File: src/rtl/bnc_input_reader_pkg.sv
// Shared constants for the BNC input reader and its companion output driver.
// Both blocks take the channel count and default timing from here.
package bnc_input_reader_pkg;

  localparam int NUM_CH              = 4;
  localparam int DEBOUNCE_CYCLES_DEF = 2000;
  localparam int GATE_CYCLES_DEF     = 200_000_000;
  localparam int CNT_W_DEF           = 28;

  // Bits needed to hold 0..n-1, never less than one.
  function automatic int cnt_width(input int n);
    return (n > 1) ? $clog2(n) : 1;
  endfunction

endpackage

File: src/rtl/bnc_debounce.sv
// One BNC channel: two-flop synchronizer, debounce counter, debounced level
// and a registered rising-edge strobe coincident with level going high.
module bnc_debounce
  import bnc_input_reader_pkg::*;
#(
  parameter int DEBOUNCE_CYCLES = DEBOUNCE_CYCLES_DEF,
  parameter bit INVERT          = 1'b1
) (
  input  logic clk,
  input  logic rst_in,
  input  logic pin,
  output logic level,
  output logic rise
);

  localparam int            DW    = cnt_width(DEBOUNCE_CYCLES);
  localparam logic [DW-1:0] DLAST = DW'(DEBOUNCE_CYCLES - 1);

  logic          sync1;
  logic          sync2;
  logic          s;
  logic [DW-1:0] dcnt;

  assign s = sync2 ^ INVERT;

  // Synchronizer; reset to the idle pin level so s reads inactive.
  always_ff @(posedge clk) begin
    if (rst_in) begin
      sync1 <= INVERT;
      sync2 <= INVERT;
    end else begin
      sync1 <= pin;
      sync2 <= sync1;
    end
  end

  // Level follows s only after DEBOUNCE_CYCLES consecutive differing samples.
  always_ff @(posedge clk) begin
    if (rst_in) begin
      level <= 1'b0;
      rise  <= 1'b0;
      dcnt  <= '0;
    end else if (s == level) begin
      rise  <= 1'b0;
      dcnt  <= '0;
    end else if (dcnt == DLAST) begin
      level <= s;
      rise  <= s;
      dcnt  <= '0;
    end else begin
      rise  <= 1'b0;
      dcnt  <= dcnt + 1'b1;
    end
  end

endmodule

File: src/rtl/bnc_input_reader.sv
// Four-channel BNC input reader: debounced levels, rise strobes and
// per-channel edge counts latched at the end of every gate window.
module bnc_input_reader
  import bnc_input_reader_pkg::*;
#(
  parameter int DEBOUNCE_CYCLES = DEBOUNCE_CYCLES_DEF,
  parameter int GATE_CYCLES     = GATE_CYCLES_DEF,
  parameter int CNT_W           = CNT_W_DEF,
  parameter bit INVERT          = 1'b1
) (
  input  logic                    clk,
  input  logic                    rst_in,
  input  logic [NUM_CH-1:0]       bnc_in,
  output logic [NUM_CH-1:0]       level,
  output logic [NUM_CH-1:0]       rise,
  output logic [NUM_CH*CNT_W-1:0] count,
  output logic [NUM_CH-1:0]       overflow,
  output logic                    count_valid
);

  localparam int            GW    = cnt_width(GATE_CYCLES);
  localparam logic [GW-1:0] GLAST = GW'(GATE_CYCLES - 1);

  logic [GW-1:0]    gcnt;
  logic             terminal;
  logic [CNT_W-1:0] acc     [NUM_CH];
  logic [CNT_W-1:0] acc_inc [NUM_CH];
  logic [NUM_CH-1:0] ovf_acc;
  logic [NUM_CH-1:0] ovf_inc;

  for (genvar g = 0; g < NUM_CH; g++) begin : g_ch
    bnc_debounce #(
      .DEBOUNCE_CYCLES(DEBOUNCE_CYCLES),
      .INVERT         (INVERT)
    ) u_deb (
      .clk   (clk),
      .rst_in(rst_in),
      .pin   (bnc_in[g]),
      .level (level[g]),
      .rise  (rise[g])
    );
  end

  assign terminal = (gcnt == GLAST);

  // Saturating increment; a rise arriving at full scale marks overflow instead.
  always_comb begin
    ovf_inc = ovf_acc;
    for (int n = 0; n < NUM_CH; n++) begin
      acc_inc[n] = acc[n];
      if (rise[n]) begin
        if (&acc[n]) begin
          ovf_inc[n] = 1'b1;
        end else begin
          acc_inc[n] = acc[n] + 1'b1;
        end
      end else begin
        acc_inc[n] = acc[n];
      end
    end
  end

  // Gate window counter, wrapping after the terminal cycle.
  always_ff @(posedge clk) begin
    if (rst_in) begin
      gcnt <= '0;
    end else if (terminal) begin
      gcnt <= '0;
    end else begin
      gcnt <= gcnt + 1'b1;
    end
  end

  // Accumulate; on the terminal cycle publish (including that cycle's rise) and clear.
  always_ff @(posedge clk) begin
    if (rst_in) begin
      for (int n = 0; n < NUM_CH; n++) begin
        acc[n] <= '0;
      end
      ovf_acc     <= '0;
      count       <= '0;
      overflow    <= '0;
      count_valid <= 1'b0;
    end else if (terminal) begin
      for (int n = 0; n < NUM_CH; n++) begin
        count[n*CNT_W +: CNT_W] <= acc_inc[n];
        acc[n]                  <= '0;
      end
      overflow    <= ovf_inc;
      ovf_acc     <= '0;
      count_valid <= 1'b1;
    end else begin
      for (int n = 0; n < NUM_CH; n++) begin
        acc[n] <= acc_inc[n];
      end
      ovf_acc     <= ovf_inc;
      count_valid <= 1'b0;
    end
  end

endmodule
File: config.mk
export PLATFORM = sky130hd
export DESIGN_NAME = bnc_input_reader
export DESIGN_NICKNAME = d
export VERILOG_FILES = /design/src/rtl/bnc_input_reader_pkg.sv /design/src/rtl/bnc_debounce.sv /design/src/rtl/bnc_input_reader.sv
export SDC_FILE = /design/constraint.sdc
export NUM_CORES = 1
export LEC_CHECK = 0
export CORE_ASPECT_RATIO = 1.4
export CORE_MARGIN = 3
export CORE_UTILIZATION = 40
export DETAILED_ROUTE_END_ITERATION = 10
export GPL_ROUTABILITY_DRIVEN = 0
export PLACE_DENSITY = 0.68
export SLEW_MARGIN = 20
export SYNTH_ARGS = -nofsm -noshare
export SYNTH_HDL_FRONTEND = slang
export SYNTH_SLANG_ARGS = --single-unit
File: constraint.sdc
create_clock -name clk -period 6.1 [get_ports clk]
set_clock_uncertainty 0.05 [all_clocks]
set_input_delay 1.525 -clock clk [delete_from_list [all_inputs] [get_ports clk]]
set_output_delay 1.525 -clock clk [all_outputs]
set_load 0.02 [all_outputs]
run_1/registers.png
Drawn at 1.5 px/micron. Other sequential cells in the stronger gray, the rest of the logic in the fainter gray.
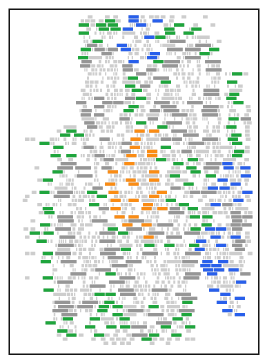
color	name in the netlist	placed flops
blue	`g_ch.u_deb.dcnt`	44
orange	`gcnt`	28
green	`count`	112
fraction of area in registers: 0.423
Sequential cell area: 7270 sq um

run_1/zoom.png
Region (70, 102) to (95, 127) microns. Cells in gray, sequential cells in the stronger gray; small squares are vias.
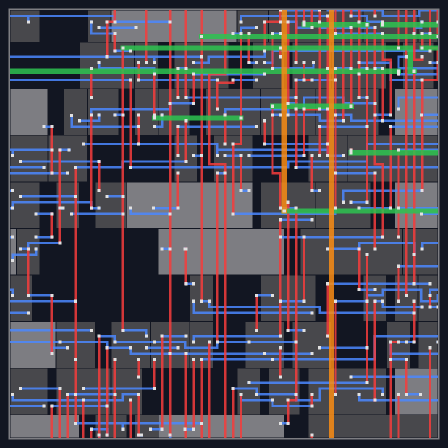
color	layer
red	met2
blue	met1
orange	met4
green	met3
netlist names of flops here include	`gcnt` (5)
cells with their middle in the window	61
most frequent	xnor2_1 (9), nor2_1 (8), nor3_1 (6)
sequential cells in the window	5

==> flow_metrics.env, run 1 <==
# yosys + openroad results
export IMPL_max_freq_mhz=274
export IMPL_ys_async_sr_fraction=0
export IMPL_worstPathArrival_ns=4.10
export IMPL_grt_usage=0.176
export IMPL_grt_first_pass_wirelength_microns=55000
export IMPL_clock_latency_late_pin_ns=0.57
export IMPL_synth_adder_area_share=0.00793
export IMPL_vdd_drop_max_mv=0.229
export IMPL_postRouteAntennaNets=0
export IMPL_edf_count=84
export IMPL_ff_type="dfxtp_1"
export IMPL_p_int_uw=3370
export IMPL_clock_power_share=0.443
export IMPL_antenna_found_initial=0
export IMPL_rrSetupSlack_ns=2.45
export IMPL_via_per_inst=5.25
export IMPL_drv_cap=0
export IMPL_relSlewSlack=0.287
export IMPL_period_needed_ns=3.65
export IMPL_cts_clk_slew_worst_paths_ns=0.06
export IMPL_path_buffers=2
export IMPL_comb_power_uw=125
export IMPL_rows=81
export IMPL_reg2reg_to="count[83]"
export IMPL_cts_setup_buffers=0
export IMPL_yosys_area_share_simple=0.248
export IMPL_yosys_area_sq_um=14200
export IMPL_firstDrtPassIters=5
export IMPL_top_cell="dfxtp_1"
export IMPL_xor_share=0.0845
export IMPL_top_regs="acc x112, count x112, g_ch.u_deb.dcnt x44"
export IMPL_outcome="finished, final reports clean"
export IMPL_overflow=0
export IMPL_synth_top_cell_area_share=0.334
run_1/final_congestion.png
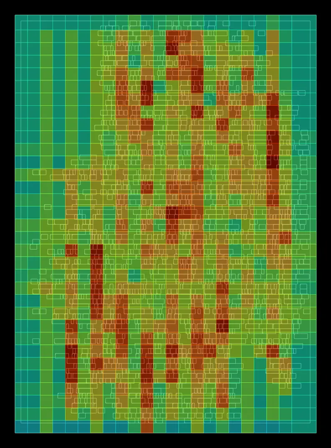
GRT busiest layer: met2
met3 usage: 0.0323
Final Core Density: 0.491

## run 1: final cells by class
class                      count  area [sq um]
clock buffer                  42           920
clock inverter                16           109
multi-input combinational   1178          6840
timing repair buffer         140          1390
inverter                      20          75.1
sequential                   321          7270
tap                          456           571
fill                        3264         17800
## run 1: how the worst min path moves through the flow
stage	end	slack [ns]	depth (start not counted)
after global placement	g_ch[1].u_deb.sync2	0.35	1
after floorplan	g_ch[0].u_deb.sync2	0.34	1
final	g_ch[3].u_deb.sync2	0.36	1
after CTS	g_ch[3].u_deb.sync2	0.36	1
after global routing	g_ch[3].u_deb.sync2	0.37	1
after detailed placement	g_ch[1].u_deb.sync2	0.34	1
## run 1: layer usage
layer,global-route usage,vias up
met5,0,-
met4,0.0598,0
met2,0.314,234
li1,-,5715
met1,0.208,5401
met3,0.0323,66
==> run 1 -> run 2 <==
- clock period: 6.1 -> 3.6 ns (I/O delays scaled with it)
==> flow_metrics.env, run 2 <==
# yosys + openroad results
export IMPL_outcome="finished, final reports clean"
export IMPL_drv_cap=0
export IMPL_nFillCells=3279
export IMPL_reg2reg_to="count[20]"
export IMPL_synth_adder_area_share=0.00793
export IMPL_top_regs="acc x112, count x112, g_ch.u_deb.dcnt x44"
export IMPL_overflow=0
export IMPL_worstHoldEndpoint="g_ch[3].u_deb.sync2"
export IMPL_use_met1=0.226
export IMPL_whs_path_depth=1
export IMPL_use_met2=0.306
export IMPL_max_freq_mhz=349
export IMPL_path_buffers=1
export IMPL_postRouteAntennaNets=0
export IMPL_p_int_uw=5660
export IMPL_clock_power_share=0.441
export IMPL_busiest_layer="met2"
export IMPL_yosys_area_share_simple=0.248
export IMPL_use_met3=0.0243
export IMPL_top_cell="dfxtp_1"
export IMPL_clock_latency_late_pin_ns=0.57
export IMPL_synth_top_cell_area_share=0.334
export IMPL_vdd_drop_max_mv=0.328
export IMPL_period_needed_ns=2.86
export IMPL_antenna_found_initial=0
export IMPL_firstDrtPassIters=6
==> run 2: netlist changes by cell type in the layout (fill, tap and decap cells not counted), moves of 2 or more <==
cell	previous run	this run
buf_4	9	14
clkbuf_8	6	2
buf_12	0	3
clkinvlp_4	0	3
clkinv_2	8	10
inv_4	3	1
==> run 2: cells by family after synthesis <==
group | count (synthesis)
compound gates | 241
other cells | 1
fa+ha+maj | 9
simple gates | 697
mux | 10
buf+inv | 103
xor+xnor | 137
flops | 321
==> run 2: final cells by class <==
type / instances / area [sq um] / share of cell area
timing repair buffer: 147 / 1460 / 0.0849
sequential: 321 / 7270 / 0.422
inverter: 20 / 75.1 / 0.00436
tap: 456 / 571 / 0.0331
clock buffer: 36 / 836 / 0.0486
clock inverter: 22 / 171 / 0.00996
multi-input combinational: 1178 / 6830 / 0.397
run_2/registers.png
Drawn at 1.5 px/micron. Other sequential cells in the stronger gray, the rest of the logic in the fainter gray.
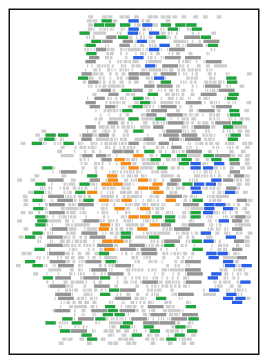
color	name in the netlist	placed flops
blue	`g_ch.u_deb.dcnt`	44
orange	`gcnt`	28
green	`count`	112
not colored	137
sequential power: 3850 uW
Final Core Density: 0.492
fraction of area in registers: 0.422

run_2/met2.png
Drawn at 1.5 px/micron.
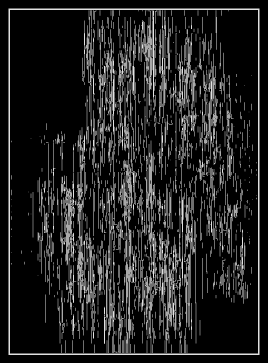
wire length on this layer	16,800 microns
share of all routed wire	49%
main direction	vertical
longest straight run	57.5 microns
nets with wire on the layer	1,457

Power figures rest on the tool's default switching activity, not on a simulated workload.
